`src/rtl/orbit_trail_buffer.sv`:
```
// Decimated position history for three planets, rendered as small trail dots.
// A per-line prefetch FSM copies the dots touching the next row into slots.

module orbit_trail_slot_cmp #(
  parameter int DOT_HALF = 1
) (
  input  logic              i_v,
  input  logic signed [9:0] i_sx,
  input  logic [10:0]       i_px,
  output logic              o_hit
);
  localparam logic signed [11:0] DH = 12'(DOT_HALF);

  logic signed [11:0] w_dx;

  assign w_dx  = {{2{i_sx[9]}}, i_sx} - {1'b0, i_px};
  // Negative slot positions are off-screen and must not bleed into column 0.
  assign o_hit = i_v && !i_sx[9] && (w_dx >= -DH) && (w_dx <= DH);
endmodule

module orbit_trail_buffer #(
  parameter int DEPTH    = 8,
  parameter int DECIM    = 4,
  parameter int SLOTS    = 4,
  parameter int DOT_HALF = 1
) (
  input  logic              clk,
  input  logic              reset,
  input  logic              frame_tick,
  input  logic              line_tick,
  input  logic              clear,
  input  logic              video_active,
  input  logic [9:0]        pix_x,
  input  logic [9:0]        pix_y,
  input  logic signed [9:0] AX,
  input  logic signed [9:0] AY,
  input  logic signed [9:0] BX,
  input  logic signed [9:0] BY,
  input  logic signed [9:0] CX,
  input  logic signed [9:0] CY,
  output logic              trail_hit,
  output logic [1:0]        trail_id,
  output logic              slot_overflow,
  output logic              busy
);
  localparam int LD = $clog2(DEPTH);
  localparam int DW = (DECIM > 1) ? $clog2(DECIM) : 1;
  localparam int SW = $clog2(SLOTS + 1);
  localparam int IW = LD + 2;
  localparam logic signed [11:0] DH = 12'(DOT_HALF);

  typedef enum logic [1:0] {S_IDLE, S_SCAN, S_DONE} state_t;

  state_t r_state, w_state_nxt;

  logic signed [9:0] r_mx [3][DEPTH];
  logic signed [9:0] r_my [3][DEPTH];
  logic [LD-1:0]     r_wr_ptr;
  logic [LD:0]       r_vcnt;
  logic [DW-1:0]     r_dec;

  logic [IW-1:0]     r_idx;
  logic [10:0]       r_target;
  logic [SW-1:0]     r_slot_cnt;
  logic [SLOTS-1:0]            r_slot_v;
  logic [SLOTS-1:0][9:0]       r_slot_x;
  logic [SLOTS-1:0][1:0]       r_slot_p;
  logic              r_ovf;
  logic              r_hit;
  logic [1:0]        r_id;

  logic              w_dec_last;
  logic              w_sample;
  logic [1:0]        w_plane;
  logic [LD-1:0]     w_e;
  logic signed [9:0] w_ex;
  logic signed [9:0] w_ey;
  logic signed [11:0] w_dy;
  logic              w_qual;
  logic              w_last_idx;
  logic [10:0]       w_px_next;
  logic [SLOTS-1:0]  w_lane_hit;
  logic              w_hit;
  logic [1:0]        w_id;

  // ---------------- sampling ----------------
  assign w_dec_last = (r_dec == DW'(DECIM - 1));
  assign w_sample   = frame_tick && w_dec_last && !clear;

  always_ff @(posedge clk) begin
    if (w_sample) begin
      r_mx[0][r_wr_ptr] <= AX;
      r_my[0][r_wr_ptr] <= AY;
      r_mx[1][r_wr_ptr] <= BX;
      r_my[1][r_wr_ptr] <= BY;
      r_mx[2][r_wr_ptr] <= CX;
      r_my[2][r_wr_ptr] <= CY;
    end
  end

  always_ff @(posedge clk or posedge reset) begin
    if (reset) begin
      r_dec    <= '0;
      r_wr_ptr <= '0;
      r_vcnt   <= '0;
    end else if (clear) begin
      r_dec    <= '0;
      r_wr_ptr <= '0;
      r_vcnt   <= '0;
    end else if (frame_tick) begin
      r_dec <= w_dec_last ? '0 : r_dec + 1'b1;
      if (w_dec_last) begin
        r_wr_ptr <= r_wr_ptr + 1'b1;
        if (r_vcnt != (LD+1)'(DEPTH)) r_vcnt <= r_vcnt + 1'b1;
      end
    end
  end

  // ---------------- scan FSM ----------------
  // idx is plane-major: upper bits select the planet, lower bits the ring entry.
  assign w_plane    = r_idx[IW-1:LD];
  assign w_e        = r_idx[LD-1:0];
  assign w_ex       = r_mx[w_plane][w_e];
  assign w_ey       = r_my[w_plane][w_e];
  assign w_dy       = {{2{w_ey[9]}}, w_ey} - {1'b0, r_target};
  assign w_last_idx = (r_idx == IW'(3 * DEPTH - 1));
  assign w_qual     = (r_state == S_SCAN) && ({1'b0, w_e} < r_vcnt) &&
                      (w_dy >= -DH) && (w_dy <= DH);

  always_ff @(posedge clk or posedge reset) begin
    if (reset) r_state <= S_IDLE;
    else       r_state <= w_state_nxt;
  end

  always_comb begin
    w_state_nxt = r_state;
    if (line_tick) begin
      w_state_nxt = S_SCAN;
    end else begin
      case (r_state)
        S_IDLE:  w_state_nxt = S_IDLE;
        S_SCAN:  if (w_last_idx) w_state_nxt = S_DONE;
        S_DONE:  w_state_nxt = S_IDLE;
        default: w_state_nxt = S_IDLE;
      endcase
    end
  end

  always_ff @(posedge clk or posedge reset) begin
    if (reset) begin
      r_idx      <= '0;
      r_target   <= '0;
      r_slot_cnt <= '0;
      r_slot_v   <= '0;
      r_slot_x   <= '0;
      r_slot_p   <= '0;
      r_ovf      <= 1'b0;
    end else begin
      if (line_tick) begin
        r_target   <= {1'b0, pix_y} + 11'd1;
        r_idx      <= '0;
        r_slot_cnt <= '0;
        r_slot_v   <= '0;
      end else begin
        if (r_state == S_SCAN && !w_last_idx) r_idx <= r_idx + 1'b1;
        if (w_qual) begin
          if (r_slot_cnt < SW'(SLOTS)) begin
            for (int s = 0; s < SLOTS; s++) begin
              if (r_slot_cnt == SW'(s)) begin
                r_slot_x[s] <= w_ex;
                r_slot_p[s] <= w_plane;
                r_slot_v[s] <= 1'b1;
              end
            end
            r_slot_cnt <= r_slot_cnt + 1'b1;
          end else begin
            r_ovf <= 1'b1;
          end
        end
      end
      if (clear) begin
        r_slot_v   <= '0;
        r_slot_cnt <= '0;
        r_ovf      <= 1'b0;
      end
    end
  end

  // ---------------- hit test ----------------
  // Evaluate the next pixel so the registered result lines up with pix_x.
  assign w_px_next = {1'b0, pix_x} + 11'd1;

  for (genvar s = 0; s < SLOTS; s++) begin : g_lane
    orbit_trail_slot_cmp #(.DOT_HALF(DOT_HALF)) u_cmp (
      .i_v   (r_slot_v[s]),
      .i_sx  (r_slot_x[s]),
      .i_px  (w_px_next),
      .o_hit (w_lane_hit[s])
    );
  end

  always_comb begin
    w_hit = 1'b0;
    w_id  = 2'd0;
    for (int s = SLOTS - 1; s >= 0; s--) begin
      if (w_lane_hit[s]) begin
        w_hit = 1'b1;
        w_id  = r_slot_p[s];
      end
    end
  end

  always_ff @(posedge clk or posedge reset) begin
    if (reset) begin
      r_hit <= 1'b0;
      r_id  <= 2'd0;
    end else begin
      r_hit <= w_hit;
      r_id  <= w_id;
    end
  end

  assign trail_hit     = r_hit && video_active;
  assign trail_id      = trail_hit ? r_id : 2'd0;
  assign slot_overflow = r_ovf;
  assign busy          = (r_state != S_IDLE);
endmodule

```
`config.mk`:
```
export PLATFORM = sky130hd
export DESIGN_NAME = orbit_trail_buffer
export DESIGN_NICKNAME = d
export VERILOG_FILES = /design/src/rtl/orbit_trail_buffer.sv
export SDC_FILE = /design/constraint.sdc
export NUM_CORES = 1
export LEC_CHECK = 0
export CORE_UTILIZATION = 26
export DETAILED_ROUTE_END_ITERATION = 7
export GPL_ROUTABILITY_DRIVEN = 1
export HOLD_SLACK_MARGIN = 0.05
export SYNTH_ARGS = -nofsm -noshare
export SYNTH_HDL_FRONTEND = slang
export SYNTH_SLANG_ARGS = --single-unit
```
`constraint.sdc`:
```
create_clock -name clk -period 11.9 [get_ports clk]
set_input_delay 2.38 -clock clk [delete_from_list [all_inputs] [get_ports clk]]
set_output_delay 2.38 -clock clk [all_outputs]
set_load 0.03 [all_outputs]
```
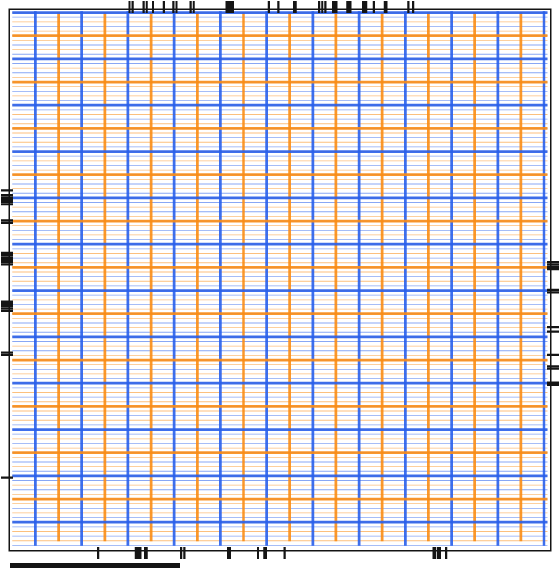
*PDN straps and rails, run 1*
The bar under the picture is 100 um long. Pins as bars on the die edge.
VDD: drawn in orange. VSS: drawn in blue.
116 met1 rails follow the rows. 23 straps on met4. The core has 115 rows. 23 straps on met5.
die height: 317 um
Die W: 317 um

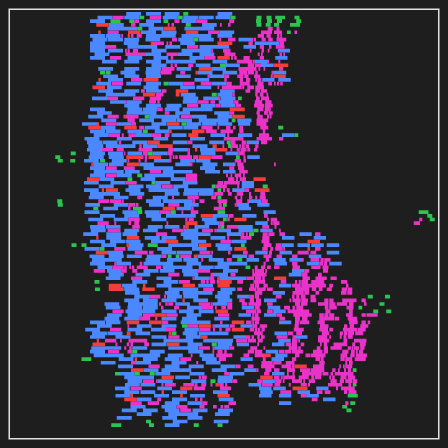
*Cells colored by class, run 1*
other buffers and delay cells: drawn in green, cells 113, share of their area 3.8%. clock drivers and dummy loads: drawn in red, cells 96, share of their area 6.5%. all other logic: drawn in magenta, cells 1,042, share of their area 31%. flops: drawn in blue, cells 566, share of their area 58%.
fraction of area in registers: 55.2%
cell row count: 115
core area: 0.0983 mm^2
fin util: 30.6%
final instance area: 0.0301 mm^2

==> results.py, run 1 <==
# Synthesis and PnR figures
metrics = {
    "drt": {
        "dr_wl_met2_mm": 29.1,
        "drt_wl_total_mm": 58.2,
        "met1_length_mm": 24.7,
        "top_layer_used": "met5",
        "route.met3.wl_mm": 3.05,
        "drt-initial-drc-count": 890,
        "drt-vias-per-instance": 4.67,
        "wl_per_cell_um": 18.7,
    },
    "worst_setup_path": {
        "crit_chain": "buf_4 -> mux4_2 -> nor2_1 -> a21oi_1 -> mux4_2 -> fa_1 -> a21o_1 -> a21oi_1 -> o21bai_1 -> a21oi_1 -> o21bai_1 -> a21oi_1 -> nor2_1 -> a311oi_1 -> nand4_1 -> a2111oi_4 -> nand2_2 -> mux2_1",
        "path_max_fanout": 28,
        "start_kind": "flop",
        "endpoint": "r_slot_x[21]$_DFFE_PP0P_",
        "cp_data_required_time_ps": 12370,
    },
    "place": {
        "io_buffer_count": 90,
    },
    "layout": {
        "lay_top_count": "edfxtp_1",
        "fin_nets": 1916,
        "drive_gt1_share_pct": 15.7,
        "n_all_buffers": 113,
        "top_regs": "r_mx (240), r_my (240), r_slot_x (40)",
        "logic_gates": 992,
        "clock_cell_area_share_pct": 6.10,
        "layout_top_cells": "480 x edfxtp_1, 136 x nor2_1, 113 x a21oi_1",
    },
    "grt": {
        "top_usage_layer": "met2",
        "grt_overflow": 0,
        "grt_use_met3_pct": 2.52,
        "grt_pass1_wl_mm": 89.5,
    },
    "cts": {
        "ctsResizeCount": 0,
        "cts_tree": "built",
        "cts_post_setup_buffers_inserted": 0,
        "cts_sinks": 566,
    },
    "final_timing": {
        "whs_ps": 496,
        "worst_pin_slew_ps": 1050,
        "finalHoldViolCount": 0,
        "fmax_mhz": 149,
    },
    "hold_path": {
        "hp-class": "reg -> reg",
        "worstHoldStart": "r_slot_x[0]$_DFFE_PP0P_",
        "worstHoldEndpoint": "r_slot_x[0]$_DFFE_PP0P_",
    },
    "yosys": {
        "yosys_cells": 1695,
        "ys_sh_aoi_pct": 6.09,
        "async_reset_ff_share_pct": 15.2,
        "edf_count": 480,
    },
    "outcome": {
        "status": "completed",
    },
    "power": {
        "combPwrFrac_pct": 7.3,
        "p_sw_share_pct": 21.3,
    },
    "die": {
        "chip_area_mm2": 0.100,
        "io-pin-count": 91,
    },
}
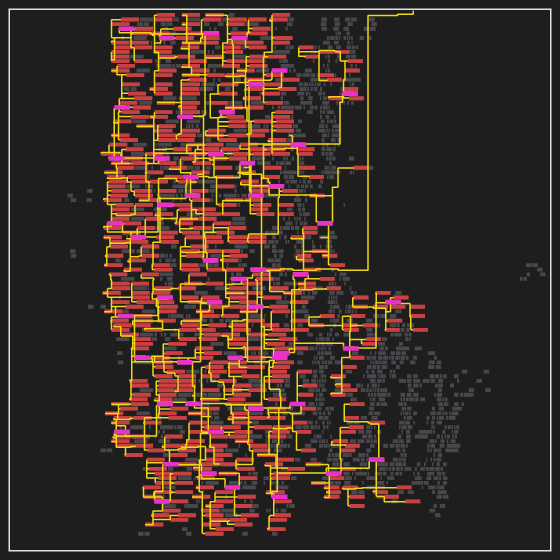
*Clock distribution, run 1*
cells driving clock nets: drawn in magenta, count 51. flip-flops: drawn in red, count 566. clock wires: drawn in yellow, length 6,520 um.
There are 52 routed clock nets.
Clock Power Share: 41.7%
Latency at later pin: 600 ps
skew final: 25.5 ps
P_clk: 0.00177 W

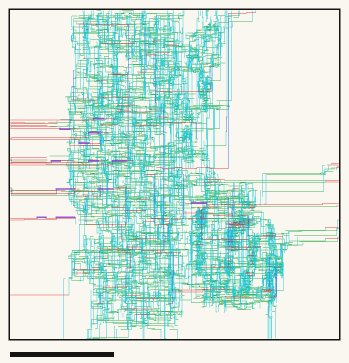
*Wiring by layer, run 1*
The bar under the picture is 100 um long.
met4: drawn in blue, wire length 1,200 um. met2: drawn in cyan, wire length 29.1 mm. met3: drawn in red, wire length 3,050 um. met1: drawn in green, wire length 24.7 mm. met5: drawn in purple, wire length 138 um.

==> run 1: worst max-delay path: cells and delay by family (launching register included) <==
kind                     cells  cell delay [ps]
AND-OR/OR-AND                9             2370
AND/OR/NAND/NOR              4              810
flip-flops                   1              740
adder cells (fa/ha/maj)      1              460
multiplexers                 3             1600
buffers and inverters        1              570
==> run 1: power groups by stage <==
stage | combinational [W] | sequential (W) | clock, W
final | 0.000309 | 0.00216 | 0.00177
after global routing | 0.000340 | 0.00216 | 0.00189
after CTS | 0.000312 | 0.00216 | 0.00182
after detailed placement | 0.000312 | 0.00221 | 0
after global placement | 0.000301 | 0.00221 | 0
after floorplan | 0.000199 | 0.00220 | 0
### Routing congestion, run 1

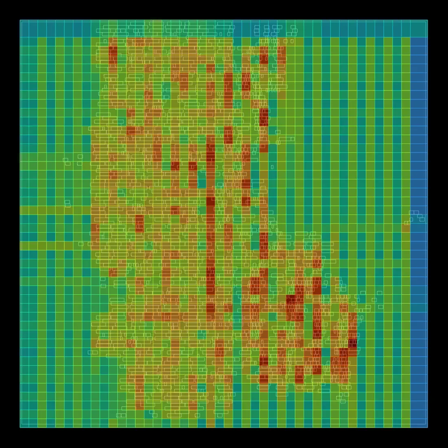

## Run 2: what changed since run 1
- clock period: 11.9 -> 6.39 ns (I/O delays scaled with it)
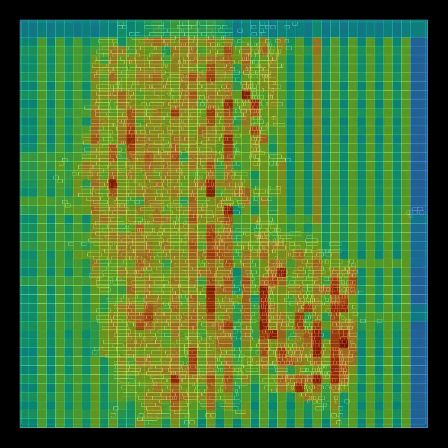
*Routing congestion, run 2*
fin util: 30.6%
busiest grt layer: met2
drt wl/cell: 18.9 um
Total GRT Usage: 11.7%
met3 GRT Util: 2.20%

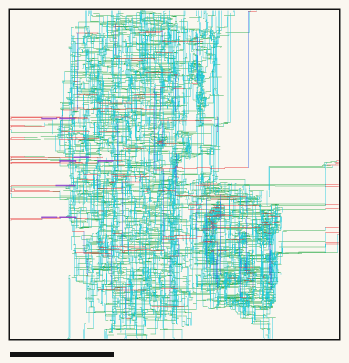
*Wiring by layer, run 2*
The bar under the picture is 100 um long.
vias post-DR: 14.7k
final WL: 59.1 mm

==> results.py, run 2 <==
# Synthesis and PnR figures
metrics = {
    "outcome": {
        "status": "completed",
    },
    "layout": {
        "lay_top_count": "edfxtp_1",
        "seq_area_share_pct": 55.2,
        "design_area_mm2": 0.0301,
        "clock_cell_area_share_pct": 5.62,
        "drive_gt1_share_pct": 16.2,
        "layout_top_cells": "480 x edfxtp_1, 136 x nor2_1, 113 x a21oi_1",
        "logic_gates": 992,
        "top_regs": "r_mx (240), r_my (240), r_slot_x (40)",
    },
    "cts": {
        "cts_post_setup_buffers_inserted": 0,
        "ctsResizeCount": 0,
        "cts_sinks": 566,
        "cts_tree": "built",
        "cts_hold_buf": 0,
    },
    "power": {
        "leakage_nw": 10.1,
        "largestPowerGroup": "sequential cells",
        "p_sw_share_pct": 22.4,
        "p_per_area_mw_per_mm2": 257,
        "p_seq_w": 0.00404,
    },
    "die": {
        "die_y_um": 317,
        "fp.coreArea_mm2": 0.0983,
        "rows": 115,
        "chip_area_mm2": 0.100,
        "die_w_um": 317,
    },
    "yosys": {
        "ys_sh_aoi_pct": 6.09,
        "yosys_cells": 1695,
        "async_reset_ff_share_pct": 15.2,
    },
    "drt": {
        "dr_wl_met2_mm": 29.2,
        "route.met3.wl_mm": 2.72,
        "drt-initial-drc-count": 1067,
        "top_layer_used": "met5",
        "met1_length_mm": 25.6,
        "drt-vias-per-instance": 4.71,
    },
    "worst_setup_path": {
        "crit_chain": "mux4_2 -> nor2_1 -> a21oi_1 -> mux4_2 -> ha_1 -> nor2b_1 -> o21ai_0 -> a21oi_1 -> o21a_1 -> o21a_1 -> o211a_1 -> o211a_1 -> or3_1 -> a211o_1 -> a2111oi_4 -> nand2_2 -> mux2_1",
        "path_max_fanout": 18,
        "worst-path-buf-inv": 0,
        "start_kind": "flop",
        "cp_data_required_time_ps": 6880,
    },
    "hold_path": {
        "worstHoldStart": "r_slot_x[10]$_DFFE_PP0P_",
        "worstHoldEndpoint": "r_slot_x[10]$_DFFE_PP0P_",
        "hp-class": "reg -> reg",
    },
    "grt": {
        "grt_overflow": 0,
        "grt_pass1_wl_mm": 90.8,
    },
    "final_timing": {
        "finalHoldViolCount": 0,
    },
}
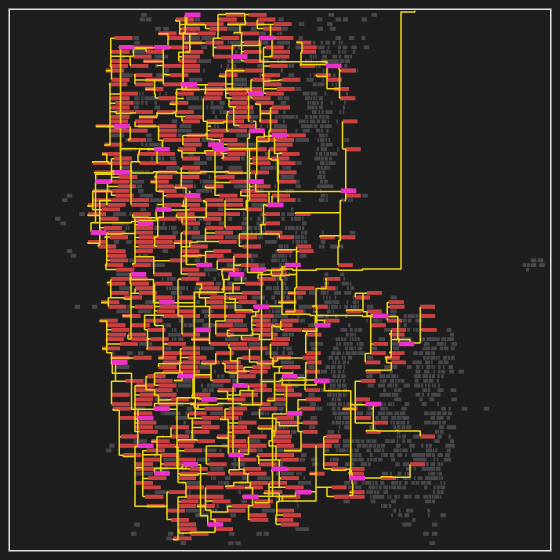
*Clock distribution, run 2*
flip-flops: drawn in red, count 566. clock wires: drawn in yellow, length 6,790 um. cells driving clock nets: drawn in magenta, count 53.
There are 54 routed clock nets.
skew final: 21.8 ps
Latency at later pin: 630 ps
P_clk: 0.00310 W
Clock Power Share: 40.1%

run 2: netlist changes by cell type in the layout (fill, tap and decap cells not counted), sizes merged:
cell and change:
buf +12, clkinv +2, clkbuf +4, inv +2
diode -1, bufinv -5
run 2: stage by stage:
step                      hold slack (ps)  cells
after floorplan                       441   1695
after global placement                479   3020
after detailed placement              486   3020
after CTS                             500   3119
after global routing                  512   3119
final                                 494   3119
run 2: how the worst max path moves through the flow:
stage                                     to  depth (start not counted)
global placement    r_slot_x[20]$_DFFE_PP0P_                         17
finish              r_slot_x[29]$_DFFE_PP0P_                         17
detailed placement  r_slot_x[21]$_DFFE_PP0P_                         17
floorplan            r_slot_p[4]$_DFFE_PP0P_                         24
CTS                 r_slot_x[21]$_DFFE_PP0P_                         17
global route        r_slot_x[21]$_DFFE_PP0P_                         17
Power figures rest on the tool's default switching activity, not on a simulated workload.
